`src/rtl/sensor_pkg.sv`:
```
// Shared constants and channel index type for the colour-sensor front end.
package sensor_pkg;
    localparam int DEF_CNT_W       = 20;
    localparam int DEF_GATE_CYCLES = 1000000;
    localparam int NUM_CH          = 2;

    typedef enum logic {
        CH1 = 1'b0,
        CH2 = 1'b1
    } sensor_ch_e;
endpackage

```
`src/rtl/sync_edge_detect.sv`:
```
// Two-flop synchroniser plus history flop; rise is a one-cycle pulse on each
// synchronised 0->1 transition.
module sync_edge_detect (
    input  logic clk,
    input  logic rst,
    input  logic din,
    output logic rise
);
    logic meta_reg;
    logic sync_reg;
    logic hist_reg;

    always_ff @(posedge clk) begin
        if (rst) begin
            meta_reg <= 1'b0;
            sync_reg <= 1'b0;
            hist_reg <= 1'b0;
        end else begin
            meta_reg <= din;
            sync_reg <= meta_reg;
            hist_reg <= sync_reg;
        end
    end

    assign rise = sync_reg & ~hist_reg;
endmodule

```
`src/rtl/sensor_freq_counter.sv`:
```
// Counts rising edges of two asynchronous sensor outputs over a free-running
// gate window. Optional ch1_gt_ch2 comparator enabled by FREQ_CMP_EN.
import sensor_pkg::*;

module sensor_freq_counter #(
    parameter int GATE_CYCLES = DEF_GATE_CYCLES,
    parameter int CNT_W       = DEF_CNT_W
) (
    input  logic             clk,
    input  logic             rst,
    input  logic             sensorFreq,
    input  logic             sensorFreq2,
    output logic [CNT_W-1:0] count1,
    output logic [CNT_W-1:0] count2,
    output logic             ovf1,
    output logic             ovf2,
`ifdef FREQ_CMP_EN
    output logic             ch1_gt_ch2,
`endif
    output logic             valid
);
    localparam int GATE_W = $clog2(GATE_CYCLES);

    logic [GATE_W-1:0] gate_reg;
    logic              close;
    logic [NUM_CH-1:0] pin_vec;
    logic [NUM_CH-1:0] rise;
    logic [CNT_W-1:0]  cnt_next [NUM_CH];
    logic [NUM_CH-1:0] ovf_next;

    logic [CNT_W-1:0]  count1_reg;
    logic [CNT_W-1:0]  count2_reg;
    logic              ovf1_reg;
    logic              ovf2_reg;
    logic              valid_reg;

    assign pin_vec[CH1] = sensorFreq;
    assign pin_vec[CH2] = sensorFreq2;
    assign close = (gate_reg == GATE_W'(GATE_CYCLES - 1));

    always_ff @(posedge clk) begin
        if (rst || close) begin
            gate_reg <= '0;
        end else begin
            gate_reg <= gate_reg + GATE_W'(1);
        end
    end

    // cnt_next/ovf_next already include this cycle's edge, so the window-close
    // load sees it while the accumulator itself restarts from zero.
    for (genvar gi = 0; gi < NUM_CH; gi++) begin : g_ch
        logic [CNT_W-1:0] acc_reg;
        logic             sticky_reg;
        logic             full;

        sync_edge_detect u_sync (
            .clk  (clk),
            .rst  (rst),
            .din  (pin_vec[gi]),
            .rise (rise[gi])
        );

        assign full         = &acc_reg;
        assign cnt_next[gi] = acc_reg + CNT_W'(rise[gi] & ~full);
        assign ovf_next[gi] = sticky_reg | (rise[gi] & full);

        always_ff @(posedge clk) begin
            if (rst || close) begin
                acc_reg    <= '0;
                sticky_reg <= 1'b0;
            end else begin
                acc_reg    <= cnt_next[gi];
                sticky_reg <= ovf_next[gi];
            end
        end
    end

    always_ff @(posedge clk) begin
        if (rst) begin
            count1_reg <= '0;
            count2_reg <= '0;
            ovf1_reg   <= 1'b0;
            ovf2_reg   <= 1'b0;
            valid_reg  <= 1'b0;
        end else begin
            valid_reg <= close;
            if (close) begin
                count1_reg <= cnt_next[CH1];
                count2_reg <= cnt_next[CH2];
                ovf1_reg   <= ovf_next[CH1];
                ovf2_reg   <= ovf_next[CH2];
            end
        end
    end

`ifdef FREQ_CMP_EN
    logic gt_reg;

    always_ff @(posedge clk) begin
        if (rst) begin
            gt_reg <= 1'b0;
        end else if (close) begin
            gt_reg <= (cnt_next[CH1] > cnt_next[CH2]);
        end
    end

    assign ch1_gt_ch2 = gt_reg;
`endif

    assign count1 = count1_reg;
    assign count2 = count2_reg;
    assign ovf1   = ovf1_reg;
    assign ovf2   = ovf2_reg;
    assign valid  = valid_reg;
endmodule

```
`config.mk`:
```
export PLATFORM = sky130hd
export DESIGN_NAME = sensor_freq_counter
export DESIGN_NICKNAME = d
export VERILOG_FILES = /design/src/rtl/sensor_pkg.sv /design/src/rtl/sync_edge_detect.sv /design/src/rtl/sensor_freq_counter.sv
export SDC_FILE = /design/constraint.sdc
export NUM_CORES = 1
export LEC_CHECK = 0
export CAP_MARGIN = 20
export CORE_MARGIN = 2
export CORE_UTILIZATION = 50
export DETAILED_ROUTE_END_ITERATION = 8
export GPL_TIMING_DRIVEN = 0
export PLACE_DENSITY = 0.72
export SETUP_SLACK_MARGIN = 0.2
export SLEW_MARGIN = 20
export SYNTH_ARGS = -nofsm -noshare
export SYNTH_HDL_FRONTEND = slang
export SYNTH_SLANG_ARGS = --single-unit
```
`constraint.sdc`:
```
create_clock -name clk -period 2.8 [get_ports clk]
set_input_delay 0.42 -clock clk [delete_from_list [all_inputs] [get_ports clk]]
set_output_delay 0.42 -clock clk [all_outputs]
set_load 0.005 [all_outputs]
```
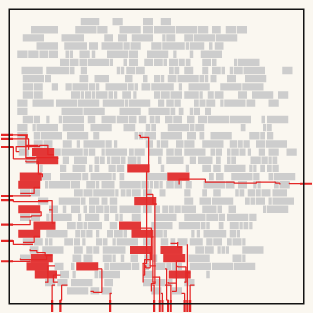
io_fan.png
Scale: 3 px per µm.
| port | color | bits | direction | edge | end cells | wire |
|---|---|---|---|---|---|---|
| `count1` | red | 20 | output | 11 south, 8 west, 1 east | 20 | 512 µm |

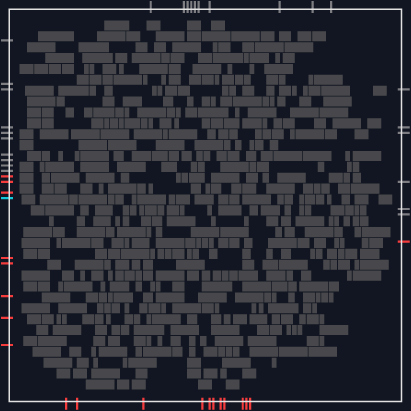
io_placement.png
Scale: 4 px per µm. Pins as bars across the die edge, other pins in gray.
| port | color | pins | direction | edge |
|---|---|---|---|---|
| `count1` | red | 20 | output | 11 south, 8 west, 1 east |
| `sensorFreq` | cyan | 1 | input | west |
PortBufs: 45
die height: 97.7 µm
DIE WIDTH: 97.7 µm

==> Changelog: implementation <==
## Flow update

- Total die area: 9540 µm²
- Mux frac, synth: 0
- Ys Warns: 0
- Final setup viols: 0
- DR top layer: met4
- Routed WL: approximately 9800 µm
- Vias/cell: 5.60
- Drt drc: 0
- Critical-path maximum fanout: 8
- Setup Skew: 0.0111 ns
- Tap cell count: 108
- Data arrival, critical path: 2.79 ns
- FA/HA/MAJ Cells, Area Fraction: 0.0143
- Top Layout Cells: dfxtp_1 (105), nor2_1 (51), clkdlybuf4s50_1 (45)
- Met3 routed WL: between 300 and 400 µm
- Initial core utilization: 0.508
- Commonest Layout Cell: dfxtp_1
- Critical path buffers and inverters: 0
- Sequential share of power: 0.624
- Cells on worst reg2reg path: 10
- Detailed-routed wire length on met2: 4590 µm
- Status: complete, no violations
- Leading cell kind: sequential cells
- Core ar.: ~8600 µm²
- Seq. pwr: 0.00159 W
- Seq_cells: 111
- Slew headroom: 0.578
- Critical Path End: count2[18]$_SDFFE_PP0P_
- Layout Cells excl Fill: 632
- Synth flops: 111
- Max Root-Sink Buffers: 2
- Synth logic family: simple AND/OR/NAND/NOR gates
- Power, Total: around 0.0026 W
- EDFF count, synth: 0
- Multi-input comb cells: 314
- Final Cell Area: 5290 µm²
- Synth Instances: 457
- Non-CTS inverters: 12
- Drt pass-1 iters: 4
- Remaining global-route overflow: 0
- Largest register FFs: about 40
- Combinational cell fraction of total power: 0.024
- Metal-1 WL: about 4700 µm
- Worst slew pin tran: 0.634 ns
- Sequential cell area share: 0.422
- Hold EP: g_ch[0].u_sync.meta_reg$_SDFF_PP0_
- Logic area: 2080 µm²
- Clock share of power: 0.353
- Reg-to-reg setup timing slack: 0.30 ns
- HPWL after detailed placement: 6880 µm
- Critical Path Max Stage Delay: 0.45 ns
- Hold WS: around 0.44 ns
- Synthesized area per cell: 9.60 µm²
- Placed Area: 4970 µm²
- RSZ-0062 raised after global routing: yes
- Total CTS buffers: 9
- ANT nets after route: 0
- Worst-path cell chain: and4_1 -> nand3_2 -> nor3_1 -> nor2_1 -> ha_2 -> ha_4 -> nand3_4 -> or4_4 -> or3_1 -> o211ai_1
- P_sw: 0.000591 W
- Clock transition at the registers of the reported paths: 0.10 ns
- Buffers excl. clock: 72
- # clk buffers: 10
- Seq share, synth: 0.506
- Asr flop ratio synth: 0
- Synth cell count leaders: dfxtp_1 (111), nor2_1 (51), xnor2_1 (31)
- Xor/xnor share: 0.0778
- Log Warnings: 27
- Sw Ratio: 0.231
- First-pass GRT wire length: 16100 µm
- Vias in the first global route: 3434
- Multi-input combinational area share: 0.393
- Ys cells: 457
- Peak supply drop: approximately 0.32 mV
- Critical path's top delay family: simple AND/OR/NAND/NOR gates
- Top cells, area: dfxtp_1 (51%), xnor2_1 (6.2%), o2bb2ai_1 (4.8%), nor2_1 (4.4%), a21oi_1 (3.1%)
- Count leader, synth: dfxtp_1
- HP Class: in2reg
Power figures rest on the tool's default switching activity, not on a simulated workload.
